File: src/rtl/bp_ctrl_pkg.sv
// Shared sizing, FSM state type and the saturating drop-counter helper for the BHT sequencer.
package bp_ctrl_pkg;

    localparam int unsigned BHT_ABITS     = 6;
    localparam int unsigned BHT_MEM_ABITS = 4;
    localparam int unsigned DCNT_BITS     = 8;

    typedef logic [1:0] bp_state_t;

    function automatic logic [DCNT_BITS-1:0] sat_add(input logic [DCNT_BITS-1:0] cnt,
                                                     input logic [1:0]           inc);
        logic [DCNT_BITS:0] sum;
        sum = {1'b0, cnt} + {{(DCNT_BITS-1){1'b0}}, inc};
        return sum[DCNT_BITS] ? '1 : sum[DCNT_BITS-1:0];
    endfunction

endpackage

File: src/rtl/bp_ctrl_if.sv
// Update-request, flush and bp_base-facing signals of the BHT sequencer.
interface bp_ctrl_if;
    import bp_ctrl_pkg::*;

    logic                     flush_req;
    logic                     flush_ack;
    logic                     bp_ready;
    logic                     upd0_valid;
    logic [BHT_ABITS-1:0]     upd0_index;
    logic                     upd0_taken;
    logic                     upd0_ready;
    logic                     upd1_valid;
    logic [BHT_ABITS-1:0]     upd1_index;
    logic                     upd1_taken;
    logic                     upd1_ready;
    logic                     bp_init_active;
    logic [BHT_MEM_ABITS-1:0] bp_init_index;
    logic                     bp_update;
    logic [BHT_ABITS-1:0]     bp_update_index;
    logic                     bp_update_taken;
    logic [DCNT_BITS-1:0]     drop_cnt;

    modport slave (
        input  flush_req, upd0_valid, upd0_index, upd0_taken, upd1_valid, upd1_index, upd1_taken,
        output flush_ack, bp_ready, upd0_ready, upd1_ready, bp_init_active, bp_init_index,
               bp_update, bp_update_index, bp_update_taken, drop_cnt
    );

    modport master (
        output flush_req, upd0_valid, upd0_index, upd0_taken, upd1_valid, upd1_index, upd1_taken,
        input  flush_ack, bp_ready, upd0_ready, upd1_ready, bp_init_active, bp_init_index,
               bp_update, bp_update_index, bp_update_taken, drop_cnt
    );

endinterface

File: src/rtl/bp_upd_arb.sv
// Two 1-entry update buffers, round-robin grant and the registered bp_update output stage.
module bp_upd_arb
    import bp_ctrl_pkg::*;
(
    input  logic                 clk,
    input  logic                 rst,
    input  logic                 i_run,
    input  logic                 i_clear,
    input  logic                 i_upd0_valid,
    input  logic [BHT_ABITS-1:0] i_upd0_index,
    input  logic                 i_upd0_taken,
    input  logic                 i_upd1_valid,
    input  logic [BHT_ABITS-1:0] i_upd1_index,
    input  logic                 i_upd1_taken,
    output logic                 o_upd0_ready,
    output logic                 o_upd1_ready,
    output logic [1:0]           o_accept,
    output logic                 o_update,
    output logic [BHT_ABITS-1:0] o_update_index,
    output logic                 o_update_taken
);

    logic [1:0]           r_buf_valid;
    logic [BHT_ABITS-1:0] r_buf0_index;
    logic [BHT_ABITS-1:0] r_buf1_index;
    logic [1:0]           r_buf_taken;
    logic                 r_rr_last;
    logic                 r_update;
    logic [BHT_ABITS-1:0] r_update_index;
    logic                 r_update_taken;

    logic [1:0] w_grant;
    logic [1:0] w_ready;
    logic [1:0] w_accept;
    logic       w_issue;

    // Grant is a function of registered state only, so ready never depends on valid.
    always_comb begin
        w_grant = r_buf_valid;
        if (&r_buf_valid) begin
            w_grant = r_rr_last ? 2'b01 : 2'b10;
        end
    end

    assign w_ready  = i_run ? (~r_buf_valid | w_grant) : 2'b11;
    assign w_accept = {i_upd1_valid, i_upd0_valid} & w_ready;
    assign w_issue  = i_run && !i_clear;

    always_ff @(posedge clk or posedge rst) begin
        if (rst) begin
            r_buf_valid    <= 2'b00;
            r_buf0_index   <= '0;
            r_buf1_index   <= '0;
            r_buf_taken    <= 2'b00;
            r_rr_last      <= 1'b1;
            r_update       <= 1'b0;
            r_update_index <= '0;
            r_update_taken <= 1'b0;
        end else if (!w_issue) begin
            r_buf_valid <= 2'b00;
            r_update    <= 1'b0;
        end else begin
            if (w_accept[0]) begin
                r_buf_valid[0] <= 1'b1;
                r_buf0_index   <= i_upd0_index;
                r_buf_taken[0] <= i_upd0_taken;
            end else if (w_grant[0]) begin
                r_buf_valid[0] <= 1'b0;
            end
            if (w_accept[1]) begin
                r_buf_valid[1] <= 1'b1;
                r_buf1_index   <= i_upd1_index;
                r_buf_taken[1] <= i_upd1_taken;
            end else if (w_grant[1]) begin
                r_buf_valid[1] <= 1'b0;
            end
            r_update <= |w_grant;
            if (w_grant[0]) begin
                r_update_index <= r_buf0_index;
                r_update_taken <= r_buf_taken[0];
            end else if (w_grant[1]) begin
                r_update_index <= r_buf1_index;
                r_update_taken <= r_buf_taken[1];
            end
            if (|w_grant) begin
                r_rr_last <= w_grant[1];
            end
        end
    end

    assign o_upd0_ready   = w_ready[0];
    assign o_upd1_ready   = w_ready[1];
    assign o_accept       = w_accept;
    assign o_update       = r_update;
    assign o_update_index = r_update_index;
    assign o_update_taken = r_update_taken;

endmodule

File: src/rtl/bp_ctrl.sv
// BHT sequencer: init sweep FSM, flush handling, drop counting, and the two-port update merge.
module bp_ctrl
    import bp_ctrl_pkg::*;
(
    input logic       clk,
    input logic       rst,
    bp_ctrl_if.slave  bus
);

    localparam bp_state_t ST_START = 2'd0;
    localparam bp_state_t ST_INIT  = 2'd1;
    localparam bp_state_t ST_RUN   = 2'd2;

    bp_state_t                r_state;
    logic [BHT_MEM_ABITS-1:0] r_init_idx;
    logic                     r_flush_ack;
    logic [DCNT_BITS-1:0]     r_drop_cnt;

    logic       w_run;
    logic       w_flush;
    logic [1:0] w_accept;
    logic [1:0] w_drop_n;

    assign w_run    = (r_state == ST_RUN);
    assign w_flush  = w_run && bus.flush_req;
    assign w_drop_n = {1'b0, w_accept[0]} + {1'b0, w_accept[1]};

    always_ff @(posedge clk or posedge rst) begin
        if (rst) begin
            r_state     <= ST_START;
            r_init_idx  <= '0;
            r_flush_ack <= 1'b0;
        end else begin
            r_flush_ack <= (r_state == ST_INIT) && (&r_init_idx);
            case (r_state)
                ST_START: r_state <= ST_INIT;
                ST_INIT: begin
                    r_init_idx <= r_init_idx + 1'b1;
                    if (&r_init_idx) begin
                        r_state    <= ST_RUN;
                        r_init_idx <= '0;
                    end
                end
                ST_RUN: begin
                    if (bus.flush_req) begin
                        r_state <= ST_INIT;
                    end
                end
                default: r_state <= ST_START;
            endcase
        end
    end

    // Anything accepted while the table is not in service (including the flush cycle) is lost.
    always_ff @(posedge clk or posedge rst) begin
        if (rst) begin
            r_drop_cnt <= '0;
        end else if (!w_run || w_flush) begin
            r_drop_cnt <= sat_add(r_drop_cnt, w_drop_n);
        end
    end

    bp_upd_arb u_arb (
        .clk            (clk),
        .rst            (rst),
        .i_run          (w_run),
        .i_clear        (w_flush),
        .i_upd0_valid   (bus.upd0_valid),
        .i_upd0_index   (bus.upd0_index),
        .i_upd0_taken   (bus.upd0_taken),
        .i_upd1_valid   (bus.upd1_valid),
        .i_upd1_index   (bus.upd1_index),
        .i_upd1_taken   (bus.upd1_taken),
        .o_upd0_ready   (bus.upd0_ready),
        .o_upd1_ready   (bus.upd1_ready),
        .o_accept       (w_accept),
        .o_update       (bus.bp_update),
        .o_update_index (bus.bp_update_index),
        .o_update_taken (bus.bp_update_taken)
    );

    assign bus.flush_ack      = r_flush_ack;
    assign bus.bp_ready       = w_run;
    assign bus.bp_init_active = (r_state == ST_INIT);
    assign bus.bp_init_index  = r_init_idx;
    assign bus.drop_cnt       = r_drop_cnt;

endmodule

File: src/flat_wrapper.sv
// flat-port wrapper written by rule: the top's interface ports become plain ports
module bp_ctrl_flat import bp_ctrl_pkg::*;
  (clk, rst, bus_flush_req, bus_upd0_valid, bus_upd0_index, bus_upd0_taken, bus_upd1_valid, bus_upd1_index, bus_upd1_taken, bus_flush_ack, bus_bp_ready, bus_upd0_ready, bus_upd1_ready, bus_bp_init_active, bus_bp_init_index, bus_bp_update, bus_bp_update_index, bus_bp_update_taken, bus_drop_cnt);
  bp_ctrl_if bus_i ();
  input logic clk;
  input logic rst;
  input wire logic [$bits(bus_i.flush_req)-1:0] bus_flush_req;
  input wire logic [$bits(bus_i.upd0_valid)-1:0] bus_upd0_valid;
  input wire logic [$bits(bus_i.upd0_index)-1:0] bus_upd0_index;
  input wire logic [$bits(bus_i.upd0_taken)-1:0] bus_upd0_taken;
  input wire logic [$bits(bus_i.upd1_valid)-1:0] bus_upd1_valid;
  input wire logic [$bits(bus_i.upd1_index)-1:0] bus_upd1_index;
  input wire logic [$bits(bus_i.upd1_taken)-1:0] bus_upd1_taken;
  output wire logic [$bits(bus_i.flush_ack)-1:0] bus_flush_ack;
  output wire logic [$bits(bus_i.bp_ready)-1:0] bus_bp_ready;
  output wire logic [$bits(bus_i.upd0_ready)-1:0] bus_upd0_ready;
  output wire logic [$bits(bus_i.upd1_ready)-1:0] bus_upd1_ready;
  output wire logic [$bits(bus_i.bp_init_active)-1:0] bus_bp_init_active;
  output wire logic [$bits(bus_i.bp_init_index)-1:0] bus_bp_init_index;
  output wire logic [$bits(bus_i.bp_update)-1:0] bus_bp_update;
  output wire logic [$bits(bus_i.bp_update_index)-1:0] bus_bp_update_index;
  output wire logic [$bits(bus_i.bp_update_taken)-1:0] bus_bp_update_taken;
  output wire logic [$bits(bus_i.drop_cnt)-1:0] bus_drop_cnt;
  assign bus_i.flush_req = bus_flush_req;
  assign bus_i.upd0_valid = bus_upd0_valid;
  assign bus_i.upd0_index = bus_upd0_index;
  assign bus_i.upd0_taken = bus_upd0_taken;
  assign bus_i.upd1_valid = bus_upd1_valid;
  assign bus_i.upd1_index = bus_upd1_index;
  assign bus_i.upd1_taken = bus_upd1_taken;
  assign bus_flush_ack = bus_i.flush_ack;
  assign bus_bp_ready = bus_i.bp_ready;
  assign bus_upd0_ready = bus_i.upd0_ready;
  assign bus_upd1_ready = bus_i.upd1_ready;
  assign bus_bp_init_active = bus_i.bp_init_active;
  assign bus_bp_init_index = bus_i.bp_init_index;
  assign bus_bp_update = bus_i.bp_update;
  assign bus_bp_update_index = bus_i.bp_update_index;
  assign bus_bp_update_taken = bus_i.bp_update_taken;
  assign bus_drop_cnt = bus_i.drop_cnt;
  bp_ctrl u_core (.clk(clk), .rst(rst), .bus(bus_i));
endmodule
File: config.mk
export PLATFORM = sky130hd
export DESIGN_NAME = bp_ctrl_flat
export DESIGN_NICKNAME = d
export VERILOG_FILES = /design/src/rtl/bp_ctrl_pkg.sv /design/src/rtl/bp_ctrl_if.sv /design/src/rtl/bp_upd_arb.sv /design/src/rtl/bp_ctrl.sv /design/src/flat_wrapper.sv
export SDC_FILE = /design/constraint.sdc
export NUM_CORES = 1
export LEC_CHECK = 0
export CORE_ASPECT_RATIO = 1.75
export CORE_MARGIN = 4
export CORE_UTILIZATION = 54
export CTS_CLUSTER_SIZE = 20
export DETAILED_ROUTE_END_ITERATION = 8
export PLACE_DENSITY_LB_ADDON = 0.3
export SLEW_MARGIN = 20
export SYNTH_ARGS = -nofsm -noshare
export SYNTH_HDL_FRONTEND = slang
export SYNTH_HIERARCHICAL = 1
export SYNTH_SLANG_ARGS = --single-unit
File: constraint.sdc
create_clock -name clk -period 3.61 [get_ports clk]
set_clock_uncertainty 0.05 [all_clocks]
set_input_delay 0.9025 -clock clk [delete_from_list [all_inputs] [get_ports clk]]
set_output_delay 0.9025 -clock clk [all_outputs]
set_load 0.005 [all_outputs]
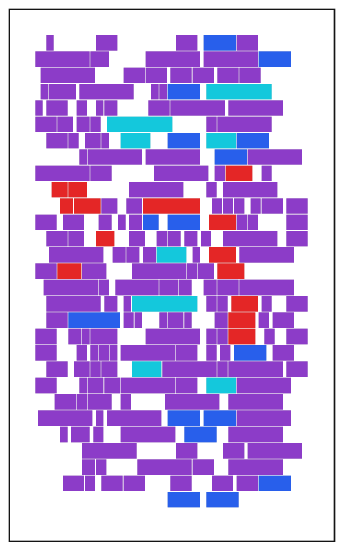
**Above:** run 1 (drive-strength map).
Drawn at 6 px/µm.
legend:
  red:
    size: drive 2
    cells: 14
    most_used: a31oi_2
  purple:
    size: drive 1 or less
    cells: 175
    most_used: clkdlybuf4s50_1
  cyan:
    size: drive 6 and up
    cells: 8
    most_used: clkbuf_8
  blue:
    size: drive 3 to 4
    cells: 16
    most_used: mux2_4
total non-filler cell area in the finished layout: 0.00259 mm²
total of plain and repair buffers excluding clock buffers: 44
synthesis-to-finish area growth: 29.6%
final critical-path setup slack: 0.906 ns

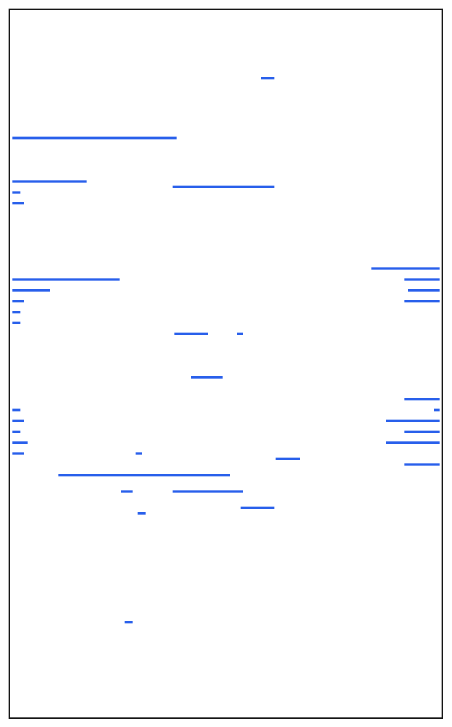
**Above:** run 1 (signal wires on met3).
Drawn at 8 px/µm.
wire length on this layer: 163 µm
longest straight run: 21.2 µm
share of all routed wire: 3.7%
main direction: horizontal
nets with wire on the layer: 31
via count: 1471
aggregate routed wire length: 4.37 mm
met3 routing resource usage after global routing: 3.88%

==> results.txt, run 1 <==
The run has ended; figures from its reports follow.

The initial antenna violation count is 0. The final net count is roughly 230. The clock slew at the register clock pins of the worst setup and hold paths is around 0.080 ns. The die outline area came out at approximately 0.0048 mm².

The total of warnings raised by yosys came out at 6. The power dissipated by switching net loads is between 400 and 500 µW. The number of H-tree levels is 2. The part of the power in the clock network is between 20 and 30%. For reference, the top cells by area after synthesis are sky130_fd_sc_hd__dfrtp_1 49%, sky130_fd_sc_hd__mux2_4 11%, sky130_fd_sc_hd__a31oi_2 4.4%.

Counting the fill cells in the layout gives roughly 250. The largest single stage delay on the critical path is roughly 0.53 ns. In the per-layer summary, the met1 wirelength comes to between 1.5 and 2 mm. The combinational share of power is 29.4%. The run finished with clean final reports. The synthesized design spends more area on one cell type than any other, namely sky130_fd_sc_hd__dfrtp_1. Walking the worst path, the cells encountered are or2b_2 -> inv_1 -> clkdlybuf4s50_1. The antenna violation net count after detailed routing came out at 0. The worst setup path is of the flip-flop to primary output kind. According to the timing report, the data required time at the worst endpoint equals between 2 and 3 ns.

After layout, the worst path uses between 70 and 80% of the clock period. Counting flops with a built-in enable in the synthesized netlist gives 0. The primary flip-flop cell chosen by synthesis mapping is sky130_fd_sc_hd__dfrtp_1. The tightest min-delay check is of the flip-flop to flip-flop type. The critical-path maximum fanout is 6.

The worst setup path is launched from a flip-flop. The power report lists the clock group at approximately 500 µW. The final timing report derives a shortest allowable period of 2.70 ns. The launching instance or port of the critical path is u_core/r_state[0]. The ratio of routed vias to standard cells came out at about 5.7. The cell leakage power came out at between 0.001 and 0.0015 µW. The clock tree buffer depth came out at 2.

The most common logic cell in the final layout is sky130_fd_sc_hd__clkdlybuf4s50_1. Sequential elements use about half of the synthesized area. Setup repair after global routing left no endpoint under its margin. The max-cap violation count is 0. Per the summary, power density relative to cell area is ~650 mW/mm². The power dissipated in combinational cells came out at 492 µW. The met2 capacity usage during global routing came out at approximately two fifths. The sequential cell fraction of total power is roughly 40%. The worst slew margin relative to its limit came out at a little under two fifths. The share of async-settable or async-resettable flops after synthesis came out at 100%. On the critical path, the stage with the largest delay is an instance of sky130_fd_sc_hd__clkdlybuf4s50_1. The count of buffers inserted at the top-level ports came out at 43. The detailed placement HPWL is 3.33 mm. The master cell of the clock root buffer is sky130_fd_sc_hd__clkbuf_8. The area fraction of the largest cell type after synthesis is roughly half. The iteration count recorded for the first detailed-route pass is 4. The per-instance average area after synthesis came out at between 10 and 15 µm². The internal power summed over all cells came out at about 1200 µW.

In this run, placement finished with an instance count of between 200 and 300. The synthesized design contains approximately 40 register bits. The count of inserted antenna diode cells is 0. The total power came out at between 1500 and 2000 µW. Across all stage logs, warnings added up to 26. The instance count of the mapped netlist came out at between 150 and 200. For this run, design rule violations remaining after detail routing come to 0. Along the worst hold path, the cell count comes to 1. The routed length on met2 came out at 2.48 mm. The number of gates resized after CTS was 0. The die boundary width is ~54 µm. Per the GRT congestion report, total overflow comes to 0.

The worst register-to-register path depth is 8. The fraction of layout instances using a drive strength above 1 came out at between 15 and 20%. The count of clock tree sinks is approximately 40. In the power breakdown, the biggest contributor is registers. The floorplan step defined a core boundary enclosing between 0.003 and 0.004 mm². Adding up every negative setup slack in the final design gives 0 ns. STA classifies the critical path endpoint as a primary output. The total of hold buffers inserted after clock tree synthesis came out at 0. Pins over their slew limit in the final report were tallied at 0. The layout report lists the combined flip-flop and latch area as 0.00100 mm². Final hold analysis gives a worst-case slack of approximately 0.46 ns. The violation tally from detailed-route iteration zero is 30. Per the layout area report, the combinational gate area comes to between 800 and 900 µm². The fraction of the core area occupied by cells at floorplan is 55.6%. The setup slack on the worst flop-to-flop path is 1.09 ns. The count of different cell masters after synthesis came out at between 40 and 50. roughly 44 I/O pins were placed. TritonCTS built the clock tree. The total cells reported by yosys after synthesis came out at roughly 170. Counting every net in the synthesized netlist gives roughly 190. Before CTS, the worst setup slack after placement is between 0.6 and 0.7 ns.

Counting endpoints that fail hold in the final report gives 0. Signal nets in the final route climb as high as met4. The final setup violation count is 0. The first global-routing pass estimated approximately 7.3 mm of wire. The power report shows net switching accounting for between 20% and 30% of the total.

The filler-free cell count of the finished design is approximately 260. The placement row count came out at 29. The peak supply drop came out at between 0.0007 and 0.0008 V. The floorplan die height came out at about 90 µm. Per the timing report, the most critical flop-to-flop path finishes at u_core/bus.drop_cnt[7].

The arrival time at the worst endpoint came out at approximately 1.8 ns. The top cell types in the final layout, fill and taps aside, are 43 x sky130_fd_sc_hd__clkdlybuf4s50_1, 39 x sky130_fd_sc_hd__dfrtp_1, 14 x sky130_fd_sc_hd__mux2_4, 13 x sky130_fd_sc_hd__nand3_1, 12 x sky130_fd_sc_hd__a21oi_1. The number of global-route vias before repair is 1582. The largest net degree at the start of global routing is 26. The number of setup buffers added after CTS came out at 0. Derived from the worst setup path, the maximum achievable clock frequency is between 300 and 400 MHz. The post-synthesis chip area from yosys is 0.00200 mm². The instance area after placement is about 0.0024 mm². The clock network latency to the later pin of the worst-skew pair is slightly below 0.3 ns.

Looking at the reg2reg group, the worst path starts from u_core/r_state[0]. The worst-margin pin slew is between 0.9 and 1 ns. After synthesis the cells add up to approximately 0.002 mm².

In this run, CTS created clock tree buffers numbering 5. The total sequential power is a little under 700 µW. The flip-flop count of the largest register, all copies and words added came out at 8. The beginning of the worst hold path is u_core/bus.bp_init_index[3].

The final RePlAce weighted congestion came out at between 0.9 and 1. The endpoint of the worst setup timing path is bus_bp_init_active. For hold timing, the worst endpoint is u_core/bus.bp_init_index[3]. The routed length on met3 is approximately 160 µm.
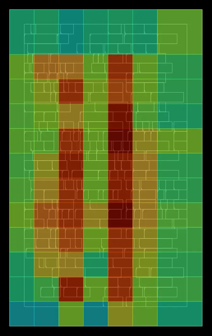
**Above:** run 1 (routing congestion map).
GR Util met1: 23.4%
final design utilization: 72.0%
most heavily used metal layer in global routing: met2
Routed WL per cell: 16.9 µm
Total Routing Usage GR: 21.1%

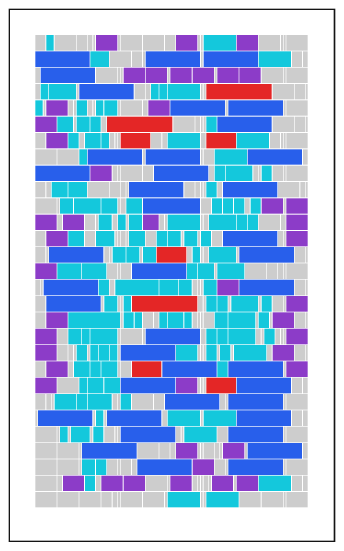
**Above:** run 1 (cells colored by class).
Drawn at 6 px/µm. Fill, decap, tap and diode cells in gray.
legend:
  cyan:
    class: all other logic
    cells: 121
    share_of_their_area: 37%
  blue:
    class: flip-flops
    cells: 40
    share_of_their_area: 40%
  purple:
    class: other buffers and delay cells
    cells: 44
    share_of_their_area: 17%
  red:
    class: clock drivers and dummy loads
    cells: 8
    share_of_their_area: 6.3%

[run 1: cell usage after synthesis, types with 2 or more instances]
| library cell | instances |
|---|---|
| sky130_fd_sc_hd__ha_1 | 2 |
| sky130_fd_sc_hd__nand3_1 | 13 |
| sky130_fd_sc_hd__nand4_1 | 3 |
| sky130_fd_sc_hd__nand2b_1 | 2 |
| sky130_fd_sc_hd__mux2_4 | 14 |
| sky130_fd_sc_hd__buf_2 | 3 |
| sky130_fd_sc_hd__o31ai_1 | 2 |
| sky130_fd_sc_hd__and2b_1 | 2 |
| sky130_fd_sc_hd__a21oi_1 | 12 |
| sky130_fd_sc_hd__o21ai_0 | 9 |
| sky130_fd_sc_hd__nand2_1 | 11 |
| sky130_fd_sc_hd__dfrtp_1 | 39 |
| sky130_fd_sc_hd__and3_1 | 2 |
| sky130_fd_sc_hd__inv_1 | 8 |
| sky130_fd_sc_hd__a31oi_2 | 7 |
| sky130_fd_sc_hd__buf_6 | 4 |
| sky130_fd_sc_hd__and2_1 | 4 |
[run 1: cell families (layout without fill, tap and decap cells)]
kind of cell	count (synthesis)	count (layout)	share of synthesized area, %
DFF	40	40	50.2
AOI/OAI and AO/OA	38	38	13.4
adders and majority gates	3	3	2.26
xor gates and xnor gates	1	1	0.439
buffers and inverters	16	60	4.70
muxes	17	17	12.2
and+or+nand+nor	54	54	16.9
[run 1: worst max-delay path, delay by kind of cell, from the launching register on]
kind,cells,cell delay (ns)
flops,1,0.44
simple gates,1,0.36
buf+inv,2,0.67
[run 1: cell type report]
cell class / instances / share of cell area, %
clock inverter: 3 / 3.48
inverter: 8 / 1.16
clock buffer: 5 / 2.66
multi-input combinational: 113 / 34.8
sequential: 40 / 38.8
timing repair buffer: 44 / 16.9
tap: 46 / 2.23
## Run 2: what changed since run 1
- CORE_UTILIZATION: 54 -> 50
- clock period: 3.61 -> 2.7 ns (I/O delays scaled with it)
==> run 2 against run 1 <==
Net effect: clock-buffer cell count up 1; global-route usage fell by 3.3 points; design area shrank 0.14%; highest routed layer unchanged.
==> results.txt, run 2 <==
The run has ended; figures from its reports follow.

The run finished with clean final reports. The kind of critical path is flip-flop to primary output. The clock network latency to the later pin of the worst-skew pair came out at 0.29 ns (about the same). The count of clock tree sinks is 40 (unchanged). The hold violation total from the final report came out at 0 (unchanged). The synthesized cell area is 0.00200 mm² (unchanged).

The worst slew margin relative to its limit is 59.3% (+21 points). The first-pass GRT wire length was 7.18 mm (-2.0%). The minimum hold slack came out at 0.452 ns (-0.00444 ns). The tally of OpenROAD warnings is 26 (unchanged). The number of top-level pins is 44 (unchanged). The data required time of the worst path was 1.98 ns (-0.68 ns).

The routed length on met3 came out at 138 µm (-15%). In the synthesized netlist, the cells that appear most often are 39 x sky130_fd_sc_hd__dfrtp_1, 14 x sky130_fd_sc_hd__mux2_4, 13 x sky130_fd_sc_hd__nand3_1, 12 x sky130_fd_sc_hd__a21oi_1, 11 x sky130_fd_sc_hd__nand2_1. The number of global-route vias before repair is 1552 (-1.9%). Yosys attributes the largest share of cell area to sky130_fd_sc_hd__dfrtp_1 49%, sky130_fd_sc_hd__mux2_4 11%, sky130_fd_sc_hd__a31oi_2 4.4%.

The peak supply drop is 0.000610 V (-17%). The achievable frequency came out at about 410 MHz. The fraction of layout instances using a drive strength above 1 came out at 19.6% (+1.8 points).

The share of the synthesized area in the top cell type came out at 48.9% (unchanged). The ratio of routed vias to standard cells is 5.48 (-3.6%). The arrival time at the worst endpoint was 1.73 ns (-0.02 ns). The clock tree buffer depth came out at 2 (unchanged).

The category of the worst setup path capture point is a primary output. The post-synthesis chip area from yosys is 0.00200 mm² (unchanged). The count of different cell masters after synthesis is 49 (unchanged). The die outline area came to 0.00511 mm² (+7.0%). The startpoint identified for the worst hold timing path is u_core/r_state[1].

The most congested layer reported by global routing is met2. The worst-margin pin slew is 0.611 ns (-0.313 ns). The placeable core region came out at 0.00387 mm² (+7.6%). The all-layer global routing usage came out at 17.8% (-3.3 points). The area share of xor/xnor cells in the synthesized design is 0.439% (unchanged). The sequential-to-total area share from yosys stat came to 50.2% (unchanged).

The total congestion overflow is 0 (unchanged). In the post-synthesis netlist, the cell with the most instances is sky130_fd_sc_hd__dfrtp_1. The total of hold buffers inserted after clock tree synthesis came to 0 (unchanged).

The total of warnings raised by yosys came out at 6 (unchanged). The instance count of the mapped netlist came out at 169 (unchanged). The violation tally from detailed-route iteration zero is 21 (-30%).

The met1 track demand over resource came to 19.4% (-4.1 points). The max-cap violation count came out at 0 (unchanged). The met2 capacity usage during global routing is 34.2% (-4.2 points). The floorplan die height is 91.6 µm (+3.6%). The area fraction in and, or, nand and nor cells after synthesis is 16.9% (unchanged). The initial antenna violation count is 0 (unchanged). The count of buffers inserted at the top-level ports is 43 (unchanged). The count of inserted antenna diode cells is 0 (unchanged).

The final RePlAce weighted congestion came to 0.803 (-16%). The detailed placement HPWL is 3.39 mm (+1.9%). The wire length after detailed routing came out at 4.31 mm (-1.3%). The first-pass iteration count of the detailed router is 4 (unchanged). The top metal layer carrying routed signals is met4. The most frequently placed logic cell in the final layout is sky130_fd_sc_hd__clkdlybuf4s50_1. The cell leakage power is 0.00113 µW (+0.79%). The library cells used most frequently in the layout, excluding fill and tap cells, are 43 x sky130_fd_sc_hd__clkdlybuf4s50_1, 39 x sky130_fd_sc_hd__dfrtp_1, 14 x sky130_fd_sc_hd__mux2_4, 13 x sky130_fd_sc_hd__nand3_1, 12 x sky130_fd_sc_hd__a21oi_1. The cell type that accounts for the most area after synthesis is sky130_fd_sc_hd__dfrtp_1. The routed length on met2 is 2.48 mm (-0.24%). The multiplexer fraction of the synthesized cell area was 12.2% (unchanged). The number of setup buffers added after CTS came to 0 (unchanged). The antenna violation net count after detailed routing is 0 (unchanged). TritonCTS built the clock tree. The final net count is 240 (+2.6%).
run 2: worst min-delay path by stage:
| stage | slack [ns] | endpoint | depth (start not counted) |
|---|---|---|---|
| 2_1_floorplan | 0.41 | u_core/r_state[0] | 1 |
| 3_3_place_gp | 0.43 | u_core/bus.bp_init_index[3] | 1 |
| 3_5_place_dp | 0.45 | u_core/u_arb/r_buf0_index[3] | 1 |
| 4_1_cts | 0.46 | u_core/r_state[0] | 1 |
| 5_1_grt | 0.48 | u_core/r_state[0] | 1 |
| 6_report | 0.45 | u_core/r_state[0] | 1 |
run 2: power breakdown:
group	switching [µW]	total (µW)	internal (µW)
Combinational	254	651	398
Clock	199	474	274
Sequential	156	901	745
Total	609	2030	1420
run 2: critical path, stage by stage, from the launching register on:
cell                              delay [ns]
sky130_fd_sc_hd__dfrtp_1                0.42
sky130_fd_sc_hd__or2b_2                 0.36
sky130_fd_sc_hd__inv_1                  0.14
sky130_fd_sc_hd__clkdlybuf4s50_1        0.52
run 2: stage by stage:
stage | std cells | area, µm² | setup WS, ns | TNS, ns
after detailed placement | 259 | 2470 | -0.0181 | -0.0181
after global routing | 267 | 2580 | 0.119 | 0
after CTS | 267 | 2580 | 0.235 | 0
final | 267 | 2580 | 0.249 | 0
after floorplan | 169 | 2000 | 0.425 | 0
after global placement | 259 | 2470 | 0.0600 | 0
run 2: layout make-up:
| type | count | area (µm²) |
|---|---|---|
| Fill cell | 297 | 1280 |
| Multi-Input combinational cell | 113 | 900 |
| Timing Repair Buffer | 50 | 483 |
| Inverter | 8 | 30.0 |
| Sequential cell | 40 | 1000 |
| Clock inverter | 2 | 35.0 |
| Tap cell | 48 | 60.1 |
| Clock buffer | 6 | 72.6 |
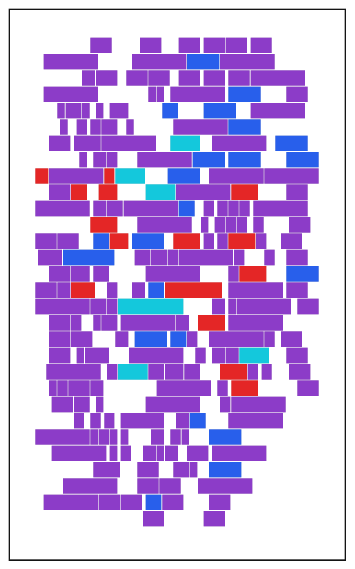
**Above:** run 2 (drive-strength map).
Drawn at 6 px/µm.
legend:
  red:
    size: drive 2
    cells: 15
    most_used: a31oi_2
  cyan:
    size: drive 6 and up
    cells: 6
    most_used: clkbuf_8
  blue:
    size: drive 3 to 4
    cells: 22
    most_used: mux2_4
  purple:
    size: drive 1 or less
    cells: 176
    most_used: clkdlybuf4s50_1

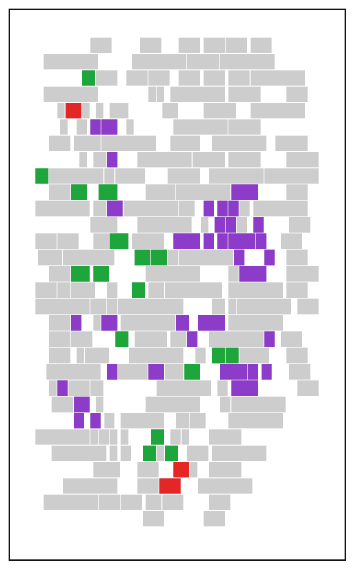
**Above:** run 2 (logic cells by family).
Drawn at 6 px/µm.
legend:
  green:
    family: AND and OR gates
    cells: 17
  purple:
    family: inverting AOI/OAI gates
    cells: 35
  red:
    family: AND-OR and OR-AND gates
    cells: 3

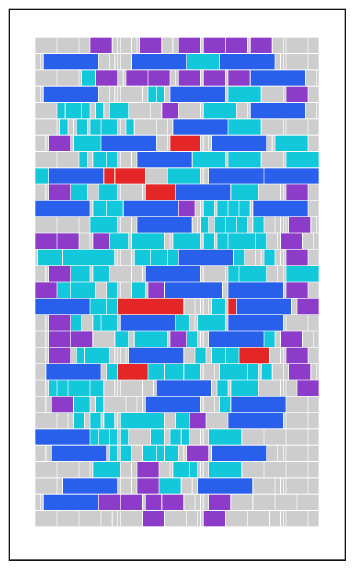
**Above:** run 2 (cells colored by class).
Drawn at 6 px/µm. Fill, decap, tap and diode cells in gray.
legend:
  cyan:
    class: all other logic
    cells: 121
    share_of_their_area: 37%
  red:
    class: clock drivers and dummy loads
    cells: 8
    share_of_their_area: 4.3%
  blue:
    class: flip-flops
    cells: 40
    share_of_their_area: 40%
  purple:
    class: other buffers and delay cells
    cells: 50
    share_of_their_area: 19%
Std-Cell Rows: 30
total non-filler cell area in the finished layout: 0.00258 mm²

## Run 3: what changed since run 2
- CORE_UTILIZATION: 50 -> 55
- DONT_BUFFER_PORTS: unset -> 1
==> run 3 against run 2 <==
Net effect: synthesized area did not move; setup slack got worse by 0.029 ns; power fell by 15%; global-route usage rose by 1.6 points; utilization fell by 5.6 points; synthesized cell count did not move; critical path depth rose by 5; via count fell by 10%; non-clock buffer count fell by 47; sequential share of layout area rose by 8.9 points; critical endpoint is now u_core/bus.drop_cnt[6]; largest cell class unchanged.
==> results.txt, run 3 <==
The run has ended; figures from its reports follow.

The post-route cell area is 0.00210 mm² (-19%). The kind of critical path is flip-flop to flip-flop. The post-cts gate resize count is 0. TritonCTS built the clock tree. The instance count of the mapped netlist was 169 (unchanged). The clock slew at the register clock pins of the worst setup and hold paths is around 0.070 ns. The path class of the lowest-slack min-delay path is primary input to async pin.

Per the cell usage report, the commonest logic cells after layout are 39 x sky130_fd_sc_hd__dfrtp_1, 14 x sky130_fd_sc_hd__mux2_4, 13 x sky130_fd_sc_hd__nand3_1, 12 x sky130_fd_sc_hd__a21oi_1, 11 x sky130_fd_sc_hd__nand2_1. The largest net degree at the start of global routing is 26. The count of different cell masters after synthesis is 49 (unchanged). The sequential-to-total area share from yosys stat came out at 50.2% (unchanged). The initial antenna violation count is 0 (unchanged). The category of cells accounting for the largest share of critical-path delay is simple AND/OR/NAND/NOR gates. The slack of the critical path is 0.220 ns (-0.0291 ns). The share of the synthesized area in the top cell type is 48.9% (unchanged).

The first-pass iteration count of the detailed router came out at 4 (unchanged). The fraction of layout instances using a drive strength above 1 came out at 22.1% (+2.5 points). The peak supply drop is 0.000621 V (+1.9%). The detailed placement HPWL came out at 3.05 mm (-10%). The total power came out at 1730 µW. The floorplan die height is 87.7 µm (-4.2%). The die boundary width came out at between 50 and 60 µm. The number of setup buffers added after CTS is 0 (unchanged). The number of top-level pins is 44 (unchanged). The category of the worst setup path capture point is a flip-flop. For reference, the top cells by area after synthesis are sky130_fd_sc_hd__dfrtp_1 49%, sky130_fd_sc_hd__mux2_4 11%, sky130_fd_sc_hd__a31oi_2 4.4%. The count of clock tree sinks was 40 (unchanged).

The all-layer global routing usage came out at 19.4% (+1.6 points). The worst slack at placement came out at 0.245 ns (+0.263 ns). The clock tree buffer depth came out at 2 (unchanged). Counting instances in the post-synthesis netlist gives the leading cell types as 39 x sky130_fd_sc_hd__dfrtp_1, 14 x sky130_fd_sc_hd__mux2_4, 13 x sky130_fd_sc_hd__nand3_1, 12 x sky130_fd_sc_hd__a21oi_1, 11 x sky130_fd_sc_hd__nand2_1. The clock H-tree reported by CTS has 2 levels. The violation tally from detailed-route iteration zero came out at 26 (+24%). The total instance count after detailed placement is 209 (-19%). Post-synth the commonest register cell is sky130_fd_sc_hd__dfrtp_1. TritonRoute output was used to compute an average wire per cell of ~18 µm. The total of warnings raised by yosys came to 6 (unchanged).

The largest total area in the synthesized netlist belongs to sky130_fd_sc_hd__dfrtp_1. The total congestion overflow is 0 (unchanged). The count of pins over their slew limit is 0. Setup repair after global routing left no endpoint under its margin. Yosys reported that registers with async set or reset make up 100%. The most popular library cell in the synthesized design by count is sky130_fd_sc_hd__dfrtp_1. The tally of OpenROAD warnings is 26 (unchanged).

The post-synthesis chip area from yosys is 0.00200 mm² (unchanged). Per STA, the worst path is made up of and2b_1 -> nand4b_1 -> and2_1 -> fa_1 -> ha_1 -> nand2_1 -> nor4b_4 -> mux2_1. The max-cap violation count is 0 (unchanged).

Of the available clock period, the critical path in the final layout requires around nine tenths. The flip-flop count of the largest register, all copies and words added came out at 8. The stage delay of the slowest cell on the critical path came to 0.43 ns (-0.09 ns).

The cell sitting at the root of the clock tree is a sky130_fd_sc_hd__clkbuf_8. The hold violation total from the final report is 0 (unchanged). The accumulated negative setup slack was 0 ns (unchanged). The worst slew margin relative to its limit came out at 39.0% (-20 points). The clock network latency to the later pin of the worst-skew pair is 0.28 ns (about the same). Per the run report, area growth between synthesis and finish was 5.27%.

The antenna violation net count after detailed routing is 0 (unchanged). The ratio of routed vias to standard cells came to 6.06 (+11%). The placeable core region came to 0.00343 mm² (-11%). The post-detailed-route DRC marker count is 0. The number of filler instances in the final layout is 302 (+1.7%).

The synthesized netlist was found by Yosys to have around 170 cells. The first-pass GRT wire length came to 6.60 mm (-8.2%). The minimum hold slack is 0.278 ns (-0.174 ns). The power density normalized to cell area is 823 mW/mm².

The run finished with clean final reports. The count of buffers inserted at the top-level ports was 0 (-100%). The net count entering floorplan is ~190. The data required time of the worst path came out at 2.82 ns (+0.84 ns). The arrival time at the worst endpoint is 2.60 ns (+0.87 ns).

The critical-path maximum fanout came out at 6. The post-synth tally of flip-flops with integrated enable came out at 0. The cell leakage power is 0.000939 µW (-17%). The final net count came to 193 (-20%).

The number of global-route vias before repair is 1439 (-7.3%). The instance area after placement came out at 0.00201 mm² (-19%). The achievable frequency came out at 403 MHz (-1.2%). STA classifies the critical path startpoint as a flip-flop.

The total of hold buffers inserted after clock tree synthesis is 0 (unchanged). The die outline area is 0.00469 mm² (-8.1%). The number of CTS-inserted buffers came out at 5. The fraction of the core area occupied by cells at floorplan is 58.1%. The critical path's slowest stage uses the library cell sky130_fd_sc_hd__dfrtp_1. The final setup violation count came out at 0. The final RePlAce weighted congestion is 0.749 (-6.8%). The synthesized cell area is 0.00200 mm² (unchanged). The flip-flop and latch count after synthesis came out at 40. The placement row count is 28 (-6.7%). The count of inserted antenna diode cells came to 0 (unchanged). For reference, the post-synthesis area per instance comes to 11.8 µm². The count of buffering cells on the critical path with inverters included came out at 0 (-2).

The final period demand of the worst path is roughly 2.5 ns. The worst-margin pin slew came out at 0.913 ns (+0.303 ns).
[run 3: cell counts after synthesis]
No cell type changed its count.
[run 3: layout make-up]
type | instances | area, µm² | area share, %
repair buffers | 3 | 22.5 | 1.07
inverters | 8 | 30.0 | 1.43
clock buffers | 8 | 90.1 | 4.29
flip-flops and latches | 40 | 1000 | 47.7
multi-input cells | 113 | 900 | 42.8
well taps | 45 | 56.3 | 2.68
[run 3: power breakdown]
group	internal, µW	switching (µW)	total (µW)
logic	209	198	407
registers	745	179	924
clock network	208	190	398
[run 3: metal layers]
metal / vias up / part of all wire (%) / GRT usage, %
li1: 608 / - / -
met1: 641 / 33 / 19.0
met2: 52 / 56 / 35.1
met3: 15 / 6.8 / 5.11
met4: 0 / 3.6 / 10.7
met5: - / 0 / 0
[run 3: kinds of logic after synthesis]
kind of cell	count (synthesis)	synth area share, %
adder cells (fa/ha/maj)	3	2.26
XOR/XNOR	1	0.439
AND-OR/OR-AND	38	13.4
buffers and inverters	16	4.70
flip-flops	40	50.2
AND/OR/NAND/NOR	54	16.9
multiplexers	17	12.2
[run 3: final timing paths]
check                                  start                      endpoint  slack [ns]  cells after the start
min reg2reg                u_core/r_state[1]             u_core/r_state[0]        0.47                      1
max reg2reg                u_core/r_state[0]        u_core/bus.drop_cnt[6]        0.22                      8
min in group clk              bus_upd1_valid   u_core/u_arb/r_buf_valid[1]        0.46                      2
max                        u_core/r_state[0]        u_core/bus.drop_cnt[6]        0.22                      8
max in group asynchronous                rst  u_core/u_arb/r_buf0_index[0]        1.61                      1
min                                      rst   u_core/bus.bp_init_index[3]        0.28                      1
[run 3: worst reg2reg max path, delay by kind of cell, from the launching register on]
family                     cells  cell delay, ns
and+or+nand+nor                5            0.90
muxes                          1            0.31
DFF                            1            0.43
adders and majority gates      2            0.66
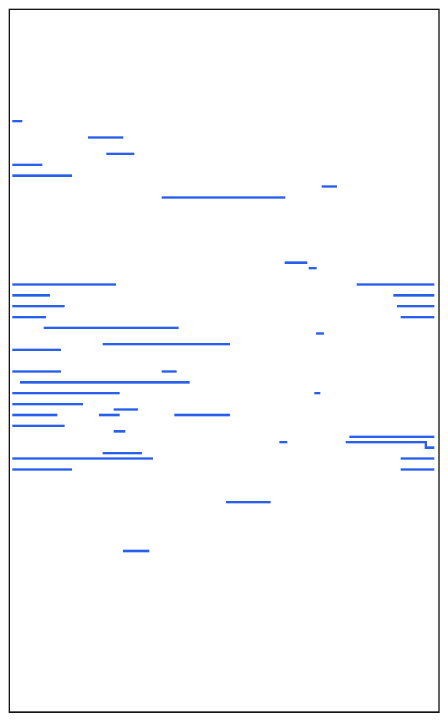
**Above:** run 3 (signal wires on met3).
Drawn at 8 px/µm.
aggregate routed wire length: 3.98 mm
via count: 1316
met3 routing resource usage after global routing: 5.11%

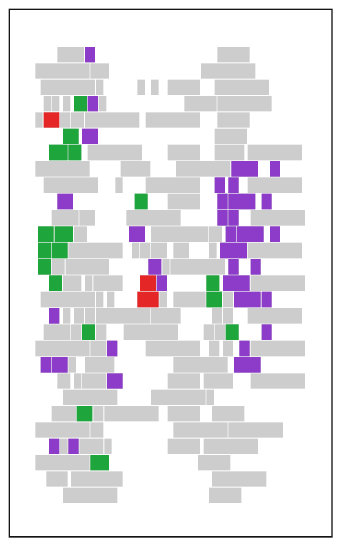
**Above:** run 3 (logic cells by family).
Drawn at 6 px/µm.
legend:
  green:
    family: AND and OR gates
    cells: 17
  purple:
    family: inverting AOI/OAI gates
    cells: 35
  red:
    family: AND-OR and OR-AND gates
    cells: 3
Comb/total area: 42.8%
final instance count without filler cells: 217
most common cell after layout, fill and taps aside: sky130_fd_sc_hd__dfrtp_1

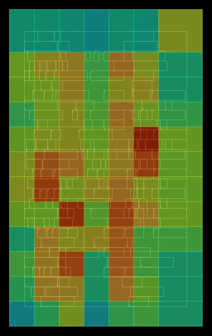
**Above:** run 3 (routing congestion map).
final design utilization: 61.2%
GR Util met1: 19.0%
met2 Use GR: 35.1%

No activity file was given, so power comes from the tool's default toggle rates.
